==> config.mk <==
export PLATFORM = sky130hd
export DESIGN_NAME = pe_mac_bank
export DESIGN_NICKNAME = d
export VERILOG_FILES = /design/src/rtl/pe_mac_bank.sv
export SDC_FILE = /design/constraint.sdc
export NUM_CORES = 1
export LEC_CHECK = 0
export CAP_MARGIN = 20
export CORE_ASPECT_RATIO = 0.8
export CORE_UTILIZATION = 25
export CTS_BUF_LIST = sky130_fd_sc_hd__clkbuf_8
export CTS_CLUSTER_DIAMETER = 40
export DETAILED_ROUTE_END_ITERATION = 16
export PLACE_DENSITY = 0.5
export SLEW_MARGIN = 0
export SYNTH_ARGS = -nofsm -noshare
export SYNTH_HDL_FRONTEND = slang
export SYNTH_SLANG_ARGS = --single-unit
==> constraint.sdc <==
create_clock -name clk -period 14 [get_ports clk]
set_input_delay 2.1 -clock clk [delete_from_list [all_inputs] [get_ports clk]]
set_output_delay 2.1 -clock clk [all_outputs]
set_load 0.1 [all_outputs]
==> src/rtl/pe_mac_bank.sv <==
// pe_mac_bank
// Fixed-point multiply-accumulate processing element with a bank of
// independent wide accumulators and a round/saturate output stage. It sits in
// the PE array between the operand feeders and the result collector.
//
// Each accepted term passes through four register stages:
//   S0  operand/control capture
//   S1  registered signed product
//   S2  accumulate into the selected bank entry, keep the sum
//   S3  rounded/saturated result register (flush terms only)
// A flush term accepted at edge T therefore shows out_valid after edge T+3.
//
// Ports
//   clk, rst_n        clock, synchronous active-low reset
//   in_valid/in_ready term handshake
//   data_a, data_b    signed Q(INT_BITS.FRAC_BITS) operands
//   acc_sel           accumulator addressed by the term
//   acc_clear         use 0 instead of the stored accumulator as addend
//   acc_flush         emit the rounded sum and zero the accumulator
//   round_mode        0 = truncate (floor), 1 = round-half-up
//   sat_en            1 = clamp on overflow, 0 = wrap
//   out_valid/out_ready result handshake
//   out_data, out_idx result and the accumulator that produced it
//   out_ovf           result did not fit in the signed W-bit range

module pe_mac_bank #(
   parameter int INT_BITS   = 7,
   parameter int FRAC_BITS  = 9,
   parameter int NUM_ACC    = 8,
   parameter int GUARD_BITS = 4,
   localparam int W  = INT_BITS + FRAC_BITS,
   localparam int AW = 2 * W + GUARD_BITS,
   localparam int SW = $clog2(NUM_ACC)
) (
   input  logic          clk,
   input  logic          rst_n,
   input  logic          in_valid,
   output logic          in_ready,
   input  logic [W-1:0]  data_a,
   input  logic [W-1:0]  data_b,
   input  logic [SW-1:0] acc_sel,
   input  logic          acc_clear,
   input  logic          acc_flush,
   input  logic          round_mode,
   input  logic          sat_en,
   output logic          out_valid,
   input  logic          out_ready,
   output logic [W-1:0]  out_data,
   output logic [SW-1:0] out_idx,
   output logic          out_ovf
);

   // Only sum[AW-1:FRAC_BITS-1] matters to the output stage: the top bits give
   // the truncated result and bit FRAC_BITS-1 is the round-half-up carry.
   localparam int TW = AW - FRAC_BITS + 1;

   // S0: captured term
   logic          s0_valid;
   logic [W-1:0]  s0_a;
   logic [W-1:0]  s0_b;
   logic [SW-1:0] s0_sel;
   logic          s0_clear;
   logic          s0_flush;
   logic          s0_round;
   logic          s0_sat;

   // S1: product plus control
   logic          s1_valid;
   logic [2*W-1:0] s1_prod;
   logic [SW-1:0] s1_sel;
   logic          s1_clear;
   logic          s1_flush;
   logic          s1_round;
   logic          s1_sat;

   // S2: accumulated sum plus control
   logic          s2_valid;
   logic [TW-1:0] s2_top;
   logic [SW-1:0] s2_sel;
   logic          s2_flush;
   logic          s2_round;
   logic          s2_sat;

   logic [AW-1:0] acc [NUM_ACC];

   logic          stall;
   logic [2*W-1:0] prod_full;
   logic [AW-1:0] addend;
   logic [AW-1:0] sum;
   logic [TW-1:0] r_val;
   logic [TW-W:0] r_hi;
   logic          r_ovf;
   logic [W-1:0]  r_data;

   // The pipeline only has to stop when a finished flush result in S2 has
   // nowhere to go because S3 still holds an unconsumed result. Non-flush
   // terms never need S3, so they keep moving while the output waits.
   assign stall    = out_valid && !out_ready && s2_valid && s2_flush;
   assign in_ready = !stall;

   // Both operands are sign-extended to 2W bits so the 2W-bit product of the
   // extended values equals the exact signed product.
   assign prod_full = $signed({{W{s0_a[W-1]}}, s0_a}) * $signed({{W{s0_b[W-1]}}, s0_b});

   // S0 captures the incoming term whenever the pipeline advances. The valid
   // bit alone decides whether the captured fields mean anything, so control
   // inputs seen with in_valid low have no effect.
   always_ff @(posedge clk) begin
      if (!rst_n) begin
         s0_valid <= 1'b0;
         s0_a     <= '0;
         s0_b     <= '0;
         s0_sel   <= '0;
         s0_clear <= 1'b0;
         s0_flush <= 1'b0;
         s0_round <= 1'b0;
         s0_sat   <= 1'b0;
      end else if (!stall) begin
         s0_valid <= in_valid;
         s0_a     <= data_a;
         s0_b     <= data_b;
         s0_sel   <= acc_sel;
         s0_clear <= acc_clear;
         s0_flush <= acc_flush;
         s0_round <= round_mode;
         s0_sat   <= sat_en;
      end
   end

   // S1 registers the product and carries the term's control fields along,
   // so a later change of round_mode or sat_en cannot touch this term.
   always_ff @(posedge clk) begin
      if (!rst_n) begin
         s1_valid <= 1'b0;
         s1_prod  <= '0;
         s1_sel   <= '0;
         s1_clear <= 1'b0;
         s1_flush <= 1'b0;
         s1_round <= 1'b0;
         s1_sat   <= 1'b0;
      end else if (!stall) begin
         s1_valid <= s0_valid;
         s1_prod  <= prod_full;
         s1_sel   <= s0_sel;
         s1_clear <= s0_clear;
         s1_flush <= s0_flush;
         s1_round <= s0_round;
         s1_sat   <= s0_sat;
      end
   end

   // The addend is read straight from the bank in the same cycle that S2
   // writes it back. Because this is the only reader and writer, a term that
   // immediately follows another on the same accumulator sees the new sum.
   always_comb begin
      addend = s1_clear ? '0 : acc[s1_sel];
      sum    = {{GUARD_BITS{s1_prod[2*W-1]}}, s1_prod} + addend;
   end

   // S2 updates the addressed accumulator (zeroing it on flush) and keeps the
   // bits of the sum that the output stage needs.
   always_ff @(posedge clk) begin
      if (!rst_n) begin
         s2_valid <= 1'b0;
         s2_top   <= '0;
         s2_sel   <= '0;
         s2_flush <= 1'b0;
         s2_round <= 1'b0;
         s2_sat   <= 1'b0;
         for (int i = 0; i < NUM_ACC; i++) begin
            acc[i] <= '0;
         end
      end else if (!stall) begin
         s2_valid <= s1_valid;
         s2_top   <= sum[AW-1:FRAC_BITS-1];
         s2_sel   <= s1_sel;
         s2_flush <= s1_flush;
         s2_round <= s1_round;
         s2_sat   <= s1_sat;
         if (s1_valid) begin
            acc[s1_sel] <= s1_flush ? '0 : sum;
         end
      end
   end

   // Adding half an LSB and shifting is the same as shifting and then adding
   // the first discarded bit, which avoids a full-width adder on the low bits
   // and can never overflow the AW+1-FRAC_BITS result. The result fits in W
   // bits only when all bits from W-1 upward are copies of the sign.
   always_comb begin
      r_val = {s2_top[TW-1], s2_top[TW-1:1]} + TW'(s2_round & s2_top[0]);
      r_hi  = r_val[TW-1:W-1];
      r_ovf = !((&r_hi) || !(|r_hi));
      if (r_ovf && s2_sat) begin
         r_data = {r_val[TW-1], {(W-1){~r_val[TW-1]}}};
      end else begin
         r_data = r_val[W-1:0];
      end
   end

   // S3 loads only for flush terms. A new result may replace one that is
   // being consumed on the same edge; otherwise out_valid drops once the
   // collector takes the result.
   always_ff @(posedge clk) begin
      if (!rst_n) begin
         out_valid <= 1'b0;
         out_data  <= '0;
         out_idx   <= '0;
         out_ovf   <= 1'b0;
      end else if (!stall) begin
         if (s2_valid && s2_flush) begin
            out_valid <= 1'b1;
            out_data  <= r_data;
            out_idx   <= s2_sel;
            out_ovf   <= r_ovf;
         end else if (out_ready) begin
            out_valid <= 1'b0;
         end
      end
   end

endmodule

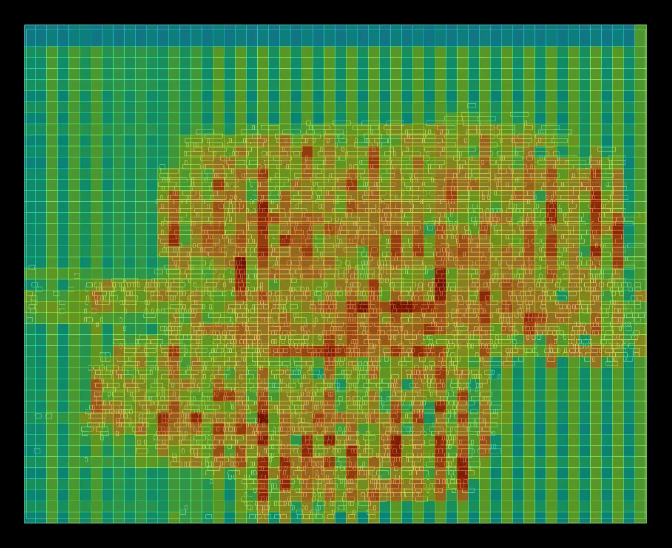
(images/congestion.png)
Layout Utilization: 0.287
met3 track demand over resource: 0.0259
per-cell routed wire length: 19.1 µm
global-route met2 utilization: 0.219
total routing usage reported by global routing: 0.147

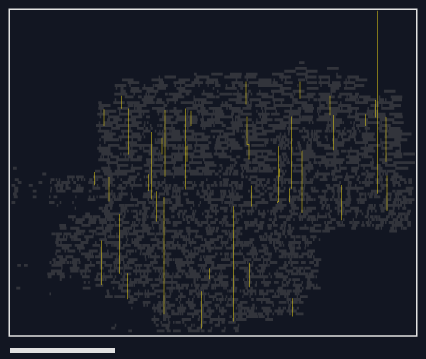
(images/layer_met4.png)
Scale bar: 100 µm. Cells faint in the background.
The layer holds 1.7% of the routed length. 19 nets have wire on it. The layer carries 1490 µm of wire.
total number of vias: 20851
total wirelength of the detailed-routed design: 86.4 mm

==> run summary <==
Figures from the implementation reports.

- The run finished with clean final reports.
- In this build the clock could be raised as far as 0.144 GHz.
- The final estimated routing congestion in global placement is ~0.84.
- The peak fanout along the critical path reads 17.
- The main power-consuming group is registers.
- The dominant non-sequential cell family after synthesis reads adder cells.
- Setup repair after global routing left no endpoint under its margin.
- The critical path launch point type reads a flip-flop.
- The leakage component of the power is about 0.014 µW.
- The timing report lists the critical path depth as 20 cells.
- The critical hold path startpoint is s0_valid$_SDFFE_PN0N_.
- The post-route standard cell area excluding fillers reads about 34000 µm².
- Per the synth stats, the flop cell with the highest instance count is edfxtp_1.
- The total internal power is 2700 µW.
- Of the total synthesized cell area, the portion taken by AND-OR and OR-AND cells is 0.0702.
- The hold buffer count at cts is 0.
- In the post-synthesis netlist, the biggest area contributors are edfxtp_1, fa_1, dfxtp_1.
- The post-cts gate resize count is 0.
- The share of synthesized area in the top cell type comes to 0.292.
- The total number of nets in the final design reads 3353.
- The filler cell count is roughly 12000.
- Per the power-grid run, VDD falls by no more than about 60 µV.
- The overall die height reads around 310 µm.
- The script computed a power per unit cell area of about 130 nW/µm².
- The average vias per placed instance reads roughly 4.6.
- The sequential cell count is 427.
- The most critical hold endpoint after final layout shows a slack of around 450 ps.
- The multi-input combinational cell count is about 2000.
- The number of diodes is 1.
- The first element of the critical path is s0_b[2]$_SDFFE_PN0N_.
- The mux contribution to synthesized area is 0.0693.
- The maximum single-stage delay on the critical path reads between 800 and 900 ps.
- Measured against its own limit, the worst slew margin works out to 0.282.
- The final max-slew violation count reads 0.
- Counting the clock-network buffers in the layout gives between 90 and 100.
- The number of routed nets with antenna violations is 0.
- The met1 routing resource usage after global routing reads 0.220.
- The count of clock tree sinks is about 430.
- The buffering overhead reads 0.0281.
- The script reports the combined buffer and inverter count of the critical path as 3.
- The clock insertion delay at the later pin of the skew report reads around 710 ps.
- The pin count of the biggest net entering global routing is slightly above 80.
- The mean cell area of the mapped netlist is roughly 10 µm².
- In this run, synthesis produced a sequential element count of ~430.
- The post-synth net total is 3315.
- met1 is the most crowded layer.
- The sequential power share reads 0.361.
- The signal on the critical path passes through nand2_1 > inv_1 > fa_1 > inv_1 > fa_1 > fa_1 > fa_1 > fa_1 > fa_1 > inv_1 > ha_1 > a21o_1 > a21o_1 > a211oi_1 > o31ai_1 > a221o_1 > a311o_1 > a31oi_1 > mux2i_1 > nor3_1.
- Total power for the finished layout comes to between 4000 and 5000 µW.
- The timing report shows the most common cell along the critical path to be fa_1.
- The routed layout reports a DRC error count of 0.
- The capturing element of the worst setup path reads s1_prod[31]$_SDFFE_PN0N_.
- The adder-cell area share of the yosys netlist reads 0.228.
- The number of tap cells inserted is 1539.
- The pre-CTS setup slack is 7150 ps.
- The number of antenna violations at the first check in global routing reads 1.
- The count of max-cap constraint violations reads 0.
- The most common logic cells in the final layout are nor2_1, nand2_1, inv_1.
- Pin placement for this block handled 65 I/O pins.
- The kind of cell adding the most delay to the critical path reads adder cells.
- The shortest clock period the worst path allows after layout is 6920 ps.
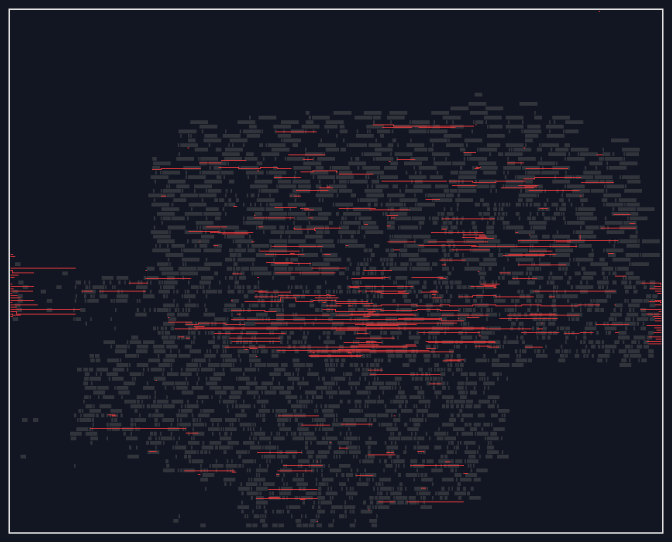
(images/layer_met3.png)
Cells faint in the background.
The layer carries 5160 µm of wire. The layer holds 6.0% of the routed length. 200 nets have wire on it. The longest straight run is 212 µm. The wires run mostly horizontal.

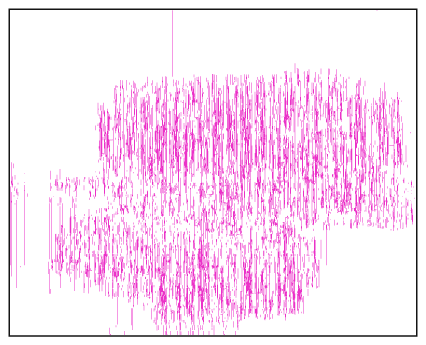
(images/layer_met2.png)
The layer carries 36.5 mm of wire. The wires run mostly vertical. 2761 nets have wire on it.

Power is estimated from default activity; no workload was simulated.
